==> images/pinout.png <==
Pins as bars across the die edge, other pins in gray.
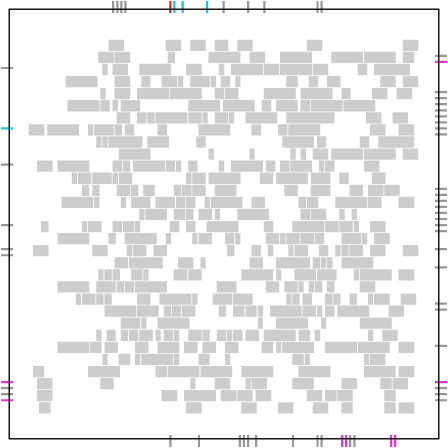
==> images/clock_wires.png <==
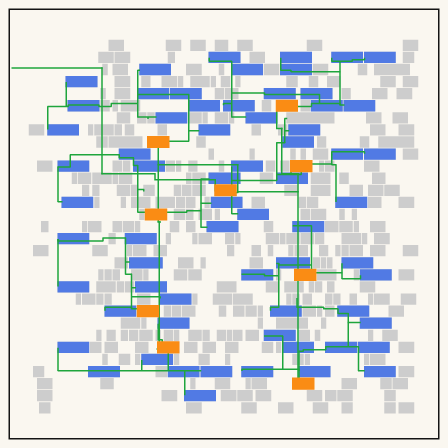
`src/rtl/text_pixel_gen.sv`:
```
// Text-mode pixel engine. Tracks the character cell under the beam, fetches
// the character code from text RAM, addresses the font ROM, and serialises
// each returned glyph line into one pixel per clock. The pipeline is three
// stages deep: de_in is sampled in stage 0 and emerges as de_out three
// cycles later. A block cursor covers the bottom two scan lines of its cell
// and blinks with the MSB of a free-running frame counter.
module text_pixel_gen #(
  parameter int TEXT_COLS  = 80,
  parameter int TEXT_ROWS  = 30,
  parameter int ADDR_WIDTH = 12,
  parameter int COL_WIDTH  = 7,
  parameter int ROW_WIDTH  = 6,
  parameter int BLINK_LOG2 = 5
) (
  input  logic                  clk,
  input  logic                  reset,
  input  logic                  frame_start,
  input  logic                  line_start,
  input  logic                  de_in,
  input  logic [1:0]            font_sel,
  input  logic                  cursor_en,
  input  logic [COL_WIDTH-1:0]  cursor_col,
  input  logic [ROW_WIDTH-1:0]  cursor_row,
  output logic [ADDR_WIDTH-1:0] text_addr,
  input  logic [7:0]            char_code,
  output logic [1:0]            font_num,
  output logic [3:0]            line_num,
  output logic [7:0]            char_num,
  input  logic [7:0]            rom_data,
  output logic                  pixel,
  output logic                  de_out
);

  // ---------------------------------------------------------------------
  // Beam-position counters
  // ---------------------------------------------------------------------
  logic [1:0]            font_lat_q,  font_lat_d;
  logic [3:0]            scan_line_q, scan_line_d;
  logic [ROW_WIDTH-1:0]  row_q,       row_d;
  logic [ADDR_WIDTH-1:0] row_base_q,  row_base_d;
  logic [COL_WIDTH-1:0]  col_q,       col_d;
  logic [2:0]            pix_bit_q,   pix_bit_d;
  logic [BLINK_LOG2-1:0] frame_cnt_q, frame_cnt_d;

  // Stage 1 registers (RAM data and ROM address phase)
  logic [ADDR_WIDTH-1:0] text_addr_q, text_addr_d;
  logic [3:0]            s1_line_q,   s1_line_d;
  logic [2:0]            s1_bit_q,    s1_bit_d;
  logic                  s1_de_q,     s1_de_d;
  logic                  s1_blank_q,  s1_blank_d;
  logic                  s1_cur_q,    s1_cur_d;

  // Stage 2 registers (ROM data phase)
  logic [2:0]            s2_bit_q;
  logic                  s2_de_q;
  logic                  s2_blank_q;
  logic                  s2_cur_q;

  // Output stage
  logic                  pixel_q,     pixel_d;
  logic                  de_out_q;

  // Derived cell geometry
  logic [4:0]            cell_h;
  logic                  last_line;
  logic                  cursor_line;
  logic                  glyph_bit;

  // Cell height from the latched font; font 3 is unpopulated in the ROM but
  // still steps through 16 scan lines so the frame geometry stays sane.
  always_comb begin
    cell_h = 5'd16;
    case (font_lat_q)
      2'd0:    cell_h = 5'd8;
      2'd1:    cell_h = 5'd14;
      default: cell_h = 5'd16;
    endcase
  end

  assign last_line   = ({1'b0, scan_line_q} == (cell_h - 5'd1));
  assign cursor_line = ({1'b0, scan_line_q} >= (cell_h - 5'd2));

  // Counter next-state: frame_start overrides line_start, which overrides
  // the per-pixel advance.
  always_comb begin
    font_lat_d  = font_lat_q;
    scan_line_d = scan_line_q;
    row_d       = row_q;
    row_base_d  = row_base_q;
    col_d       = col_q;
    pix_bit_d   = pix_bit_q;
    frame_cnt_d = frame_cnt_q;
    if (frame_start) begin
      font_lat_d  = font_sel;
      scan_line_d = 4'd0;
      row_d       = '0;
      row_base_d  = '0;
      col_d       = '0;
      pix_bit_d   = 3'd0;
      frame_cnt_d = frame_cnt_q + 1'b1;
    end else if (line_start) begin
      col_d     = '0;
      pix_bit_d = 3'd0;
      if (last_line) begin
        scan_line_d = 4'd0;
        row_d       = row_q + 1'b1;
        row_base_d  = row_base_q + ADDR_WIDTH'(TEXT_COLS);
      end else begin
        scan_line_d = scan_line_q + 4'd1;
      end
    end else if (de_in) begin
      if (pix_bit_q == 3'd7) begin
        pix_bit_d = 3'd0;
        col_d     = col_q + 1'b1;
      end else begin
        pix_bit_d = pix_bit_q + 3'd1;
      end
    end
  end

  // Stage 0: capture the cell address and per-pixel attributes. The text
  // address only moves on active pixels; everything else shifts every cycle.
  always_comb begin
    text_addr_d = text_addr_q;
    if (de_in) begin
      text_addr_d = row_base_q + ADDR_WIDTH'(col_q);
    end
    s1_line_d  = scan_line_q;
    s1_bit_d   = pix_bit_q;
    s1_de_d    = de_in;
    s1_blank_d = (col_q >= COL_WIDTH'(TEXT_COLS)) |
                 (row_q >= ROW_WIDTH'(TEXT_ROWS));
    s1_cur_d   = cursor_en & (col_q == cursor_col) & (row_q == cursor_row) &
                 cursor_line & ~frame_cnt_q[BLINK_LOG2-1];
  end

  // Stage 2: pick the glyph bit (MSB first), apply cursor and blanking.
  assign glyph_bit = rom_data[3'd7 - s2_bit_q];

  always_comb begin
    pixel_d = s2_de_q & ~s2_blank_q & (glyph_bit ^ s2_cur_q);
  end

  // Counter registers with synchronous reset.
  always_ff @(posedge clk) begin
    if (reset) begin
      font_lat_q  <= 2'd0;
      scan_line_q <= 4'd0;
      row_q       <= '0;
      row_base_q  <= '0;
      col_q       <= '0;
      pix_bit_q   <= 3'd0;
      frame_cnt_q <= '0;
    end else begin
      font_lat_q  <= font_lat_d;
      scan_line_q <= scan_line_d;
      row_q       <= row_d;
      row_base_q  <= row_base_d;
      col_q       <= col_d;
      pix_bit_q   <= pix_bit_d;
      frame_cnt_q <= frame_cnt_d;
    end
  end

  // Pipeline registers; reset flushes every stage so nothing in flight
  // reaches the output after reset.
  always_ff @(posedge clk) begin
    if (reset) begin
      text_addr_q <= '0;
      s1_line_q   <= 4'd0;
      s1_bit_q    <= 3'd0;
      s1_de_q     <= 1'b0;
      s1_blank_q  <= 1'b0;
      s1_cur_q    <= 1'b0;
      s2_bit_q    <= 3'd0;
      s2_de_q     <= 1'b0;
      s2_blank_q  <= 1'b0;
      s2_cur_q    <= 1'b0;
      pixel_q     <= 1'b0;
      de_out_q    <= 1'b0;
    end else begin
      text_addr_q <= text_addr_d;
      s1_line_q   <= s1_line_d;
      s1_bit_q    <= s1_bit_d;
      s1_de_q     <= s1_de_d;
      s1_blank_q  <= s1_blank_d;
      s1_cur_q    <= s1_cur_d;
      s2_bit_q    <= s1_bit_q;
      s2_de_q     <= s1_de_q;
      s2_blank_q  <= s1_blank_q;
      s2_cur_q    <= s1_cur_q;
      pixel_q     <= pixel_d;
      de_out_q    <= s2_de_q;
    end
  end

  // Font ROM address is formed from the RAM data plus stage-1 state, so the
  // ROM sees a consistent {font, line, char} triple in the same cycle.
  assign text_addr = text_addr_q;
  assign char_num  = char_code;
  assign line_num  = s1_line_q;
  assign font_num  = font_lat_q;
  assign pixel     = pixel_q;
  assign de_out    = de_out_q;

endmodule

```
`config.mk`:
```
export PLATFORM = sky130hd
export DESIGN_NAME = text_pixel_gen
export DESIGN_NICKNAME = d
export VERILOG_FILES = /design/src/rtl/text_pixel_gen.sv
export SDC_FILE = /design/constraint.sdc
export NUM_CORES = 1
export LEC_CHECK = 0
export CAP_MARGIN = 20
export CORE_MARGIN = 4
export CORE_UTILIZATION = 38
export DETAILED_ROUTE_END_ITERATION = 7
export GPL_TIMING_DRIVEN = 0
export MAX_ROUTING_LAYER = met4
export PLACE_DENSITY_LB_ADDON = 0.1
export SLEW_MARGIN = 20
export SYNTH_ARGS = -nofsm -noshare
export SYNTH_HDL_FRONTEND = slang
export SYNTH_SLANG_ARGS = --single-unit
```
`constraint.sdc`:
```
create_clock -name clk -period 2.2 [get_ports clk]
set_clock_uncertainty 0.2 [all_clocks]
set_input_delay 0.33 -clock clk [delete_from_list [all_inputs] [get_ports clk]]
set_output_delay 0.33 -clock clk [all_outputs]
set_load 0.02 [all_outputs]
```
==> summary.txt <==
run results: critical register-to-register path endpoint text_addr[10], initial core utilization 40.0%, global-route wire length before repair 10.3 mm, result of the run finished, final reports clean, sum of internal, switching and leakage power 2.40 mW, Post-DRT Antenna Nets 0, area of the core region 7410 um2, OpenROAD warning count 29, insertion delay to the later sink of the worst-skew pair 0.34 ns, area share of the leading cell type in the synthesized netlist 43.9%, Hold-fix buffers, CTS 0, Warnings, synthesis 0, detailed-route wire length 6.45 mm, length in cells of the worst reg-to-reg path 7, Max H-tree Level 3, die height 96.4 um, detailed-route wire length per cell 13.5 um, mean instance size in the synthesized netlist 9.54 um2, initial DRC count 96, antenna violations before repair 0, number of sinks on the clock net 65, post-synth top area cell sky130_fd_sc_hd__dfxtp_1, Slew HR 61.4%, reg-to-reg setup timing slack 0.17 ns, Max Fanout on Critical Path 5, overall die area 9280 um2, post-synth area from yosys stat 2970 um2, Power per Cell Area 630 nW/um2, number of port buffers 53, Top-Level Pins 65, final tally of hold violations 0, # Cells Yosys 311, Final Critical Period 2.03 ns, setup_tns 0 ns, number of buffers inserted during clock tree synthesis 9, Leakage Power 1.39 nW, number of setup buffers added after CTS 0, floorplan die width 96.4 um, GRT Util Overall 15.1%, final-report setup violation count 0, worst setup path endpoint text_addr[10], Highest Clock Rate 0.492 GHz
## Picture notes: pinout.png
[magenta] char_code | pins: 8 | direction: input | edge: 4 south, 2 east, 2 west
[red] frame_start | pins: 1 | direction: input | edge: north
[cyan] line_num | pins: 4 | direction: output | edge: 3 north, 1 west
all pins by edge: 27 east, 15 south, 13 north, 10 west

## Picture notes: clock_wires.png
[blue] flip-flops | count: 65
[orange] clock-net drivers | count: 9
[green] clock wires | length: 823 um
flops lie: spread over the die

[worst min path at each step]
stage | start | endpoint | cells after the start
2_1_floorplan | s2_blank_q | pixel | 1
3_3_place_gp | s2_blank_q | pixel | 1
3_5_place_dp | s2_blank_q | pixel | 1
4_1_cts | line_start | s1_line_d[1] | 3
5_1_grt | line_start | s1_line_d[1] | 3
6_report | line_start | s1_line_d[1] | 3
[registers in the layout, indices dropped and copies added (netlist names), 2 cells and up]
signal	flops
text_addr	12
row_base_q	8
col_q	7
row_q	6
frame_cnt_q	5
line_num	4
s1_line_d	4
pix_bit_q	3
s1_bit_q	3
s2_bit_q	3
font_num	2
[metal layers]
layer / track usage (%) / share of wire (%) / up-vias
met3: 3.28 / 6.5 / 13
met5: - / 0 / -
li1: - / - / 1172
met1: 19.4 / 47 / 1031
met2: 22.5 / 44 / 59
met4: 7.71 / 2.2 / 0
[cell families after synthesis]
logic type               count (synthesis)  synth area share [%]
AND/OR/NAND/NOR                        114                  20.2
flip-flops                              65                  43.9
XOR/XNOR                                42                  12.4
buffers and inverters                   34                  5.74
AND-OR/OR-AND                           27                  5.69
adder cells (fa/ha/maj)                 15                  6.58
multiplexers                            14                  5.57
[critical path, cell delays in order (launching register included)]
cell	delay [ns]
sky130_fd_sc_hd__dfxtp_2	0.39
sky130_fd_sc_hd__ha_1	0.21
sky130_fd_sc_hd__inv_1	0.06
sky130_fd_sc_hd__fa_1	0.41
sky130_fd_sc_hd__nor2b_1	0.17
sky130_fd_sc_hd__o2111ai_1	0.13
sky130_fd_sc_hd__xor2_1	0.16
sky130_fd_sc_hd__a211oi_1	0.22
[cell usage in the layout (no fill, tap or decap), drive strengths merged, types with 11 or more instances in the layout]
master	Yosys	routed
dfxtp	65	65
clkdlybuf4s50	0	53
nor2	45	45
xnor2	24	24
xor2	18	18
clkbuf	7	16
nor2b	15	15
buf	15	15
ha	14	14
mux2i	12	12
inv	12	12
nand4	11	11
[report_power, final]
| group | leakage (nW) | total, mW | switching, mW | internal (mW) |
|---|---|---|---|---|
| logic | 0.771 | 0.212 | 0.0986 | 0.114 |
| clock network | 0.0912 | 0.988 | 0.468 | 0.520 |
| registers | 0.527 | 1.20 | 0.0116 | 1.19 |
| total | 1.39 | 2.40 | 0.579 | 1.83 |
[repair_timing]
item,4_1_cts,5_1_grt
endpoints found under the setup margin,0,2
gates resized,0,2
endpoints found under the hold margin,0,0
[layout make-up]
type | count | area [um2] | area share, %
timing repair buffer | 53 | 531 | 13.9
clock buffer | 9 | 124 | 3.24
inverter | 12 | 45.0 | 1.18
tap | 99 | 124 | 3.24
multi-input combinational | 212 | 1500 | 39.2
clock inverter | 7 | 71.3 | 1.87
buffer | 22 | 125 | 3.28
sequential | 65 | 1300 | 34.1
[through the flow]
stage                     area, um2  worst slack (ns)  cells  utilization [%]  hold slack, ns
after floorplan                2970             0.278    311                -           0.173
after global placement         3620          -0.00179    463             48.9           0.181
after detailed placement       3620           -0.0504    463             48.9           0.184
after CTS                      3820             0.107    479             51.5           0.136
after global routing           3820            0.0488    479             51.5           0.193
final                          3820             0.167    479             51.5           0.148
No activity file was given, so power comes from the tool's default toggle rates.
